[src/rtl/keyboard_decoder.sv]
`default_nettype none
// ============================================================================
// Module      : keyboard_decoder
// Description : Turns a PS/2 Set 2 scan-code byte stream into movement
//               levels and a 16-bit keycode. It tracks the E0 (extended),
//               F0 (break) and E1 (Pause) prefixes and keeps one pressed bit
//               per movement key: W/S/A/D and the four arrows.
// Ports       : clk           - single clock (VGA pixel clock domain)
//               rst           - asynchronous active-high reset
//               rx_data       - received byte, qualified by rx_valid
//               rx_valid      - one-cycle strobe per received byte
//               keycode       - {prefix, code} of the most recent make
//               keycode_valid - one-cycle pulse when a make writes keycode
//               move_up/down/left/right - level while the matching key is held
// Revision    : 1.0 - initial release
// ============================================================================
module keyboard_decoder #(
    parameter int TIMEOUT_CYCLES = 2_000_000,
    parameter int PAUSE_SKIP     = 7
) (
    input  logic        clk,
    input  logic        rst,
    input  logic [7:0]  rx_data,
    input  logic        rx_valid,
    output logic [15:0] keycode,
    output logic        keycode_valid,
    output logic        move_up,
    output logic        move_down,
    output logic        move_left,
    output logic        move_right
);

    localparam int c_TO_W = $clog2(TIMEOUT_CYCLES + 1);
    localparam int c_SK_W = $clog2(PAUSE_SKIP + 1);

    localparam logic [c_TO_W-1:0] c_TO_LAST   = c_TO_W'(TIMEOUT_CYCLES - 1);
    localparam logic [c_SK_W-1:0] c_SKIP_LOAD = c_SK_W'(PAUSE_SKIP);

    localparam logic [2:0] S_IDLE    = 3'd0;
    localparam logic [2:0] S_EXT     = 3'd1;
    localparam logic [2:0] S_BRK     = 3'd2;
    localparam logic [2:0] S_EXT_BRK = 3'd3;
    localparam logic [2:0] S_SKIP    = 3'd4;

    // Pressed-bit layout: [3:0] = W,S,A,D ; [7:4] = Up,Down,Left,Right arrows.
    logic [2:0]        r_state;
    logic [7:0]        r_pressed;
    logic [15:0]       r_keycode;
    logic              r_keycode_valid;
    logic [3:0]        r_move;
    logic [c_TO_W-1:0] r_to_cnt;
    logic [c_SK_W-1:0] r_skip_cnt;

    logic [2:0]        w_state_nxt;
    logic [7:0]        w_pressed_nxt;
    logic [15:0]       w_keycode_nxt;
    logic              w_keycode_valid_nxt;
    logic [c_TO_W-1:0] w_to_cnt_nxt;
    logic [c_SK_W-1:0] w_skip_cnt_nxt;
    logic [7:0]        w_letter_mask;
    logic [7:0]        w_arrow_mask;

    // Which pressed bit a byte maps to, for plain and for E0-prefixed codes.
    always_comb begin
        w_letter_mask = 8'h00;
        w_arrow_mask  = 8'h00;
        case (rx_data)
            8'h1D:   w_letter_mask = 8'b0000_0001;
            8'h1B:   w_letter_mask = 8'b0000_0010;
            8'h1C:   w_letter_mask = 8'b0000_0100;
            8'h23:   w_letter_mask = 8'b0000_1000;
            default: w_letter_mask = 8'h00;
        endcase
        case (rx_data)
            8'h75:   w_arrow_mask = 8'b0001_0000;
            8'h72:   w_arrow_mask = 8'b0010_0000;
            8'h6B:   w_arrow_mask = 8'b0100_0000;
            8'h74:   w_arrow_mask = 8'b1000_0000;
            default: w_arrow_mask = 8'h00;
        endcase
    end

    always_comb begin
        w_state_nxt         = r_state;
        w_pressed_nxt       = r_pressed;
        w_keycode_nxt       = r_keycode;
        w_keycode_valid_nxt = 1'b0;
        w_to_cnt_nxt        = r_to_cnt;
        w_skip_cnt_nxt      = r_skip_cnt;

        if (r_state == S_IDLE) begin
            w_to_cnt_nxt = '0;
            if (rx_valid) begin
                case (rx_data)
                    8'hE0: w_state_nxt = S_EXT;
                    8'hF0: w_state_nxt = S_BRK;
                    8'hE1: begin
                        w_state_nxt    = S_SKIP;
                        w_skip_cnt_nxt = c_SKIP_LOAD;
                    end
                    // Controller responses / errors, not key events.
                    8'hAA, 8'hFA, 8'hEE, 8'hFE, 8'h00, 8'hFF: ;
                    default: begin
                        w_keycode_nxt       = {8'h00, rx_data};
                        w_keycode_valid_nxt = 1'b1;
                        w_pressed_nxt       = r_pressed | w_letter_mask;
                    end
                endcase
            end
        end else if (rx_valid) begin
            w_to_cnt_nxt = '0;
            case (r_state)
                S_EXT: begin
                    if (rx_data == 8'hF0) begin
                        w_state_nxt = S_EXT_BRK;
                    end else begin
                        w_state_nxt = S_IDLE;
                        // E0 12 is the fake-shift filler around some keys.
                        if (rx_data != 8'h12) begin
                            w_keycode_nxt       = {8'hE0, rx_data};
                            w_keycode_valid_nxt = 1'b1;
                            w_pressed_nxt       = r_pressed | w_arrow_mask;
                        end
                    end
                end
                S_BRK: begin
                    w_state_nxt   = S_IDLE;
                    w_pressed_nxt = r_pressed & ~w_letter_mask;
                    if (r_keycode == {8'h00, rx_data}) begin
                        w_keycode_nxt = 16'h0000;
                    end
                end
                S_EXT_BRK: begin
                    w_state_nxt = S_IDLE;
                    if (rx_data != 8'h12) begin
                        w_pressed_nxt = r_pressed & ~w_arrow_mask;
                        if (r_keycode == {8'hE0, rx_data}) begin
                            w_keycode_nxt = 16'h0000;
                        end
                    end
                end
                default: begin
                    // S_SKIP: count off the rest of the Pause sequence.
                    if (r_skip_cnt <= c_SK_W'(1)) begin
                        w_state_nxt    = S_IDLE;
                        w_skip_cnt_nxt = '0;
                    end else begin
                        w_skip_cnt_nxt = r_skip_cnt - c_SK_W'(1);
                    end
                end
            endcase
        end else if (r_to_cnt == c_TO_LAST) begin
            // A lost byte must not leave the decoder stuck in a prefix state.
            w_state_nxt    = S_IDLE;
            w_to_cnt_nxt   = '0;
            w_skip_cnt_nxt = '0;
        end else begin
            w_to_cnt_nxt = r_to_cnt + c_TO_W'(1);
        end
    end

    always_ff @(posedge clk or posedge rst) begin
        if (rst) begin
            r_state         <= S_IDLE;
            r_pressed       <= 8'h00;
            r_keycode       <= 16'h0000;
            r_keycode_valid <= 1'b0;
            r_move          <= 4'h0;
            r_to_cnt        <= '0;
            r_skip_cnt      <= '0;
        end else begin
            r_state         <= w_state_nxt;
            r_pressed       <= w_pressed_nxt;
            r_keycode       <= w_keycode_nxt;
            r_keycode_valid <= w_keycode_valid_nxt;
            // Each direction is the OR of its arrow and letter; no opposite-key masking.
            r_move          <= {w_pressed_nxt[0] | w_pressed_nxt[4],
                                w_pressed_nxt[1] | w_pressed_nxt[5],
                                w_pressed_nxt[2] | w_pressed_nxt[6],
                                w_pressed_nxt[3] | w_pressed_nxt[7]};
            r_to_cnt        <= w_to_cnt_nxt;
            r_skip_cnt      <= w_skip_cnt_nxt;
        end
    end

    assign keycode       = r_keycode;
    assign keycode_valid = r_keycode_valid;
    assign move_up       = r_move[3];
    assign move_down     = r_move[2];
    assign move_left     = r_move[1];
    assign move_right    = r_move[0];

endmodule
`default_nettype wire
[config.mk]
export PLATFORM = sky130hd
export DESIGN_NAME = keyboard_decoder
export DESIGN_NICKNAME = d
export VERILOG_FILES = /design/src/rtl/keyboard_decoder.sv
export SDC_FILE = /design/constraint.sdc
export NUM_CORES = 1
export LEC_CHECK = 0
export CORE_UTILIZATION = 58
export CTS_BUF_LIST = sky130_fd_sc_hd__clkbuf_8
export DETAILED_ROUTE_END_ITERATION = 6
export PLACE_DENSITY_LB_ADDON = 0.3
export SETUP_SLACK_MARGIN = 0.5
export SYNTH_ARGS = -nofsm -noshare
export SYNTH_HDL_FRONTEND = slang
export SYNTH_SLANG_ARGS = --single-unit
[constraint.sdc]
create_clock -name clk -period 2.1 [get_ports clk]
set_input_delay 0.42 -clock clk [delete_from_list [all_inputs] [get_ports clk]]
set_output_delay 0.42 -clock clk [all_outputs]
set_load 0.03 [all_outputs]
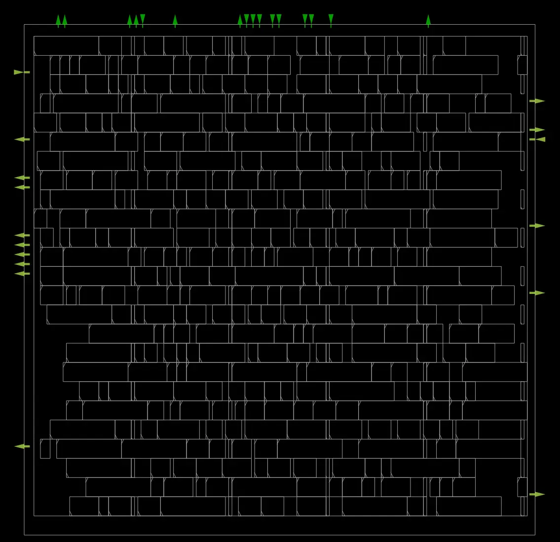
(cell placement)
sequential cell count: 49
number of filler instances in the final layout: 254
total number of tap cells: 67
sequential share of cell area: 30.9%
core outline area: 4750 um2

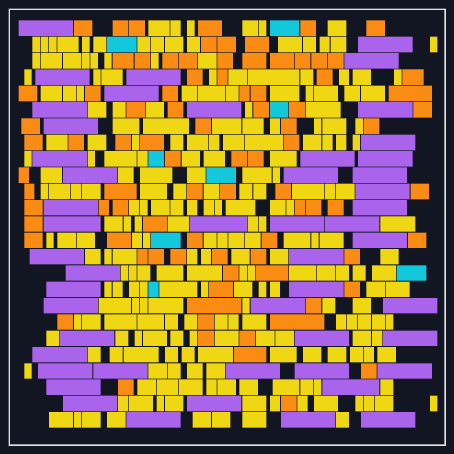
(placed cells, one color a class)
Drawn at 6 px/um.
legend:
  cyan:
    class: clock drivers and dummy loads
    cells: 8
    share_of_their_area: 2.3%
  yellow:
    class: combinational and other logic
    cells: 239
    share_of_their_area: 47%
  purple:
    class: sequential cells
    cells: 49
    share_of_their_area: 32%
  orange:
    class: remaining buffers and delay cells
    cells: 87
    share_of_their_area: 19%

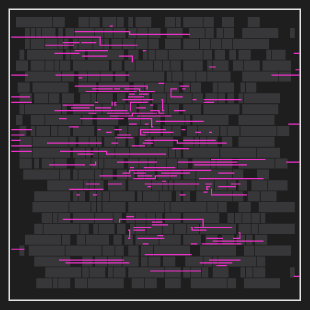
(M3 wires)
Drawn at 4 px/um. Cells faint in the background.
nets with wire on the layer: 97
wire length on this layer: 857 um

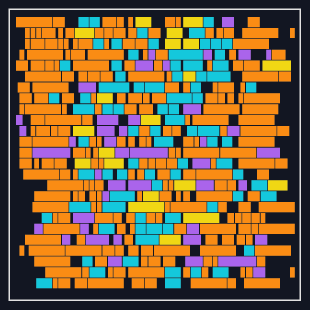
(cells by drive strength)
Drawn at 4 px/um.
legend:
  cyan:
    size: _3 and _4 cells
    cells: 80
  purple:
    size: _2 cells
    cells: 43
  orange:
    size: _0 and _1 cells
    cells: 240
  yellow:
    size: _6 and larger
    cells: 20

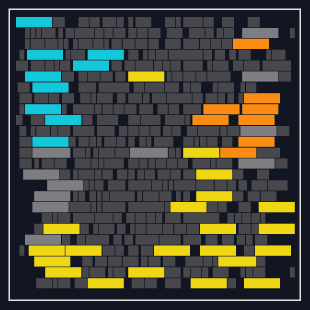
(sequential cells grouped by signal name)
Drawn at 4 px/um. Other sequential cells in the stronger gray, the rest of the logic in the fainter gray.
legend:
  orange:
    netlist_name: r_pressed
    placed_flops: 8
  yellow:
    netlist_name: r_to_cnt
    placed_flops: 21
  cyan:
    netlist_name: keycode
    placed_flops: 9
    where: top left
not colored: 11
end-of-flow core utilization: 83.8%
reported sequential group power: 1200 uW
Flop area: 1230 um2

==> summary.txt <==
Flow results.

- Ranked by flip-flop count, first place goes to r_to_cnt.
- The total power density per cell area is 771 nW/um2.
- The launching element type of the critical path is a register.
- In the final timing run, aggregate negative setup slack is 0 ns.
- Leaving out the clock tree, the finished layout contains a buffer count of 87.
- The power in the clock group is 598 uW.
- The most common library cell in the layout ignoring fill and taps is buf_4.
- The cell at the root of the clock tree is clkbuf_8.
- After Yosys synthesis, AND-OR and OR-AND compound gates account for 13.0% of the synthesized area.
- The tally of yosys warning messages is 0.
- The total number of placement rows is 25.
- The combinational family with the most area after synthesis is simple AND/OR/NAND/NOR gates.
- Sequential cells account for 39.0% of the total power.
- Hold analysis shows the worst path with a depth of 3.
- The synthesized netlist cell count is 307.
- The combined area of all synthesized cells is 2870 um2.
- The simple-gate share of the synthesized area is 24.2%.
- Sorting the Yosys area breakdown by cell type puts at the top dfrtp_1.
- Setup repair after global routing could not meet its margin everywhere.
- In the final routing, the length of wire on met1 measures 3710 um.
- The top flip-flop cell by instance count after synthesis is dfrtp_1.
- In this run the cell area measured after placement is 3390 um2.
- The number of clock buffers in the layout is 5.
- The flow ran to the end, and the final reports show no timing, DRC or antenna violations.
==> path summary, 6_finish.rpt <==
check                                        from  slack (ns)                     end
max                        r_to_cnt[11]$_DFF_PP0_         0.1  r_state[1]$_DFFE_PP0P_
min                                    rx_data[7]        0.37  keycode[7]$_DFFE_PP0P_
max reg2reg                r_to_cnt[11]$_DFF_PP0_         0.1  r_state[1]$_DFFE_PP0P_
min reg2reg                 r_to_cnt[0]$_DFF_PP0_        0.47   r_to_cnt[0]$_DFF_PP0_
max in group asynchronous                     rst        1.41  r_state[1]$_DFFE_PP0P_
min in group asynchronous                     rst        0.44  r_pressed[6]$_DFF_PP0_
==> timing repair <==
action                                 4_1_cts  5_1_grt
pin swaps                                   24       36
gates cloned                                 1        4
setup endpoints to repair                   64       48
resized                                     92       60
endpoints found under the hold margin        0        0
setup buffers                                8       13
Power is estimated from default activity; no workload was simulated.
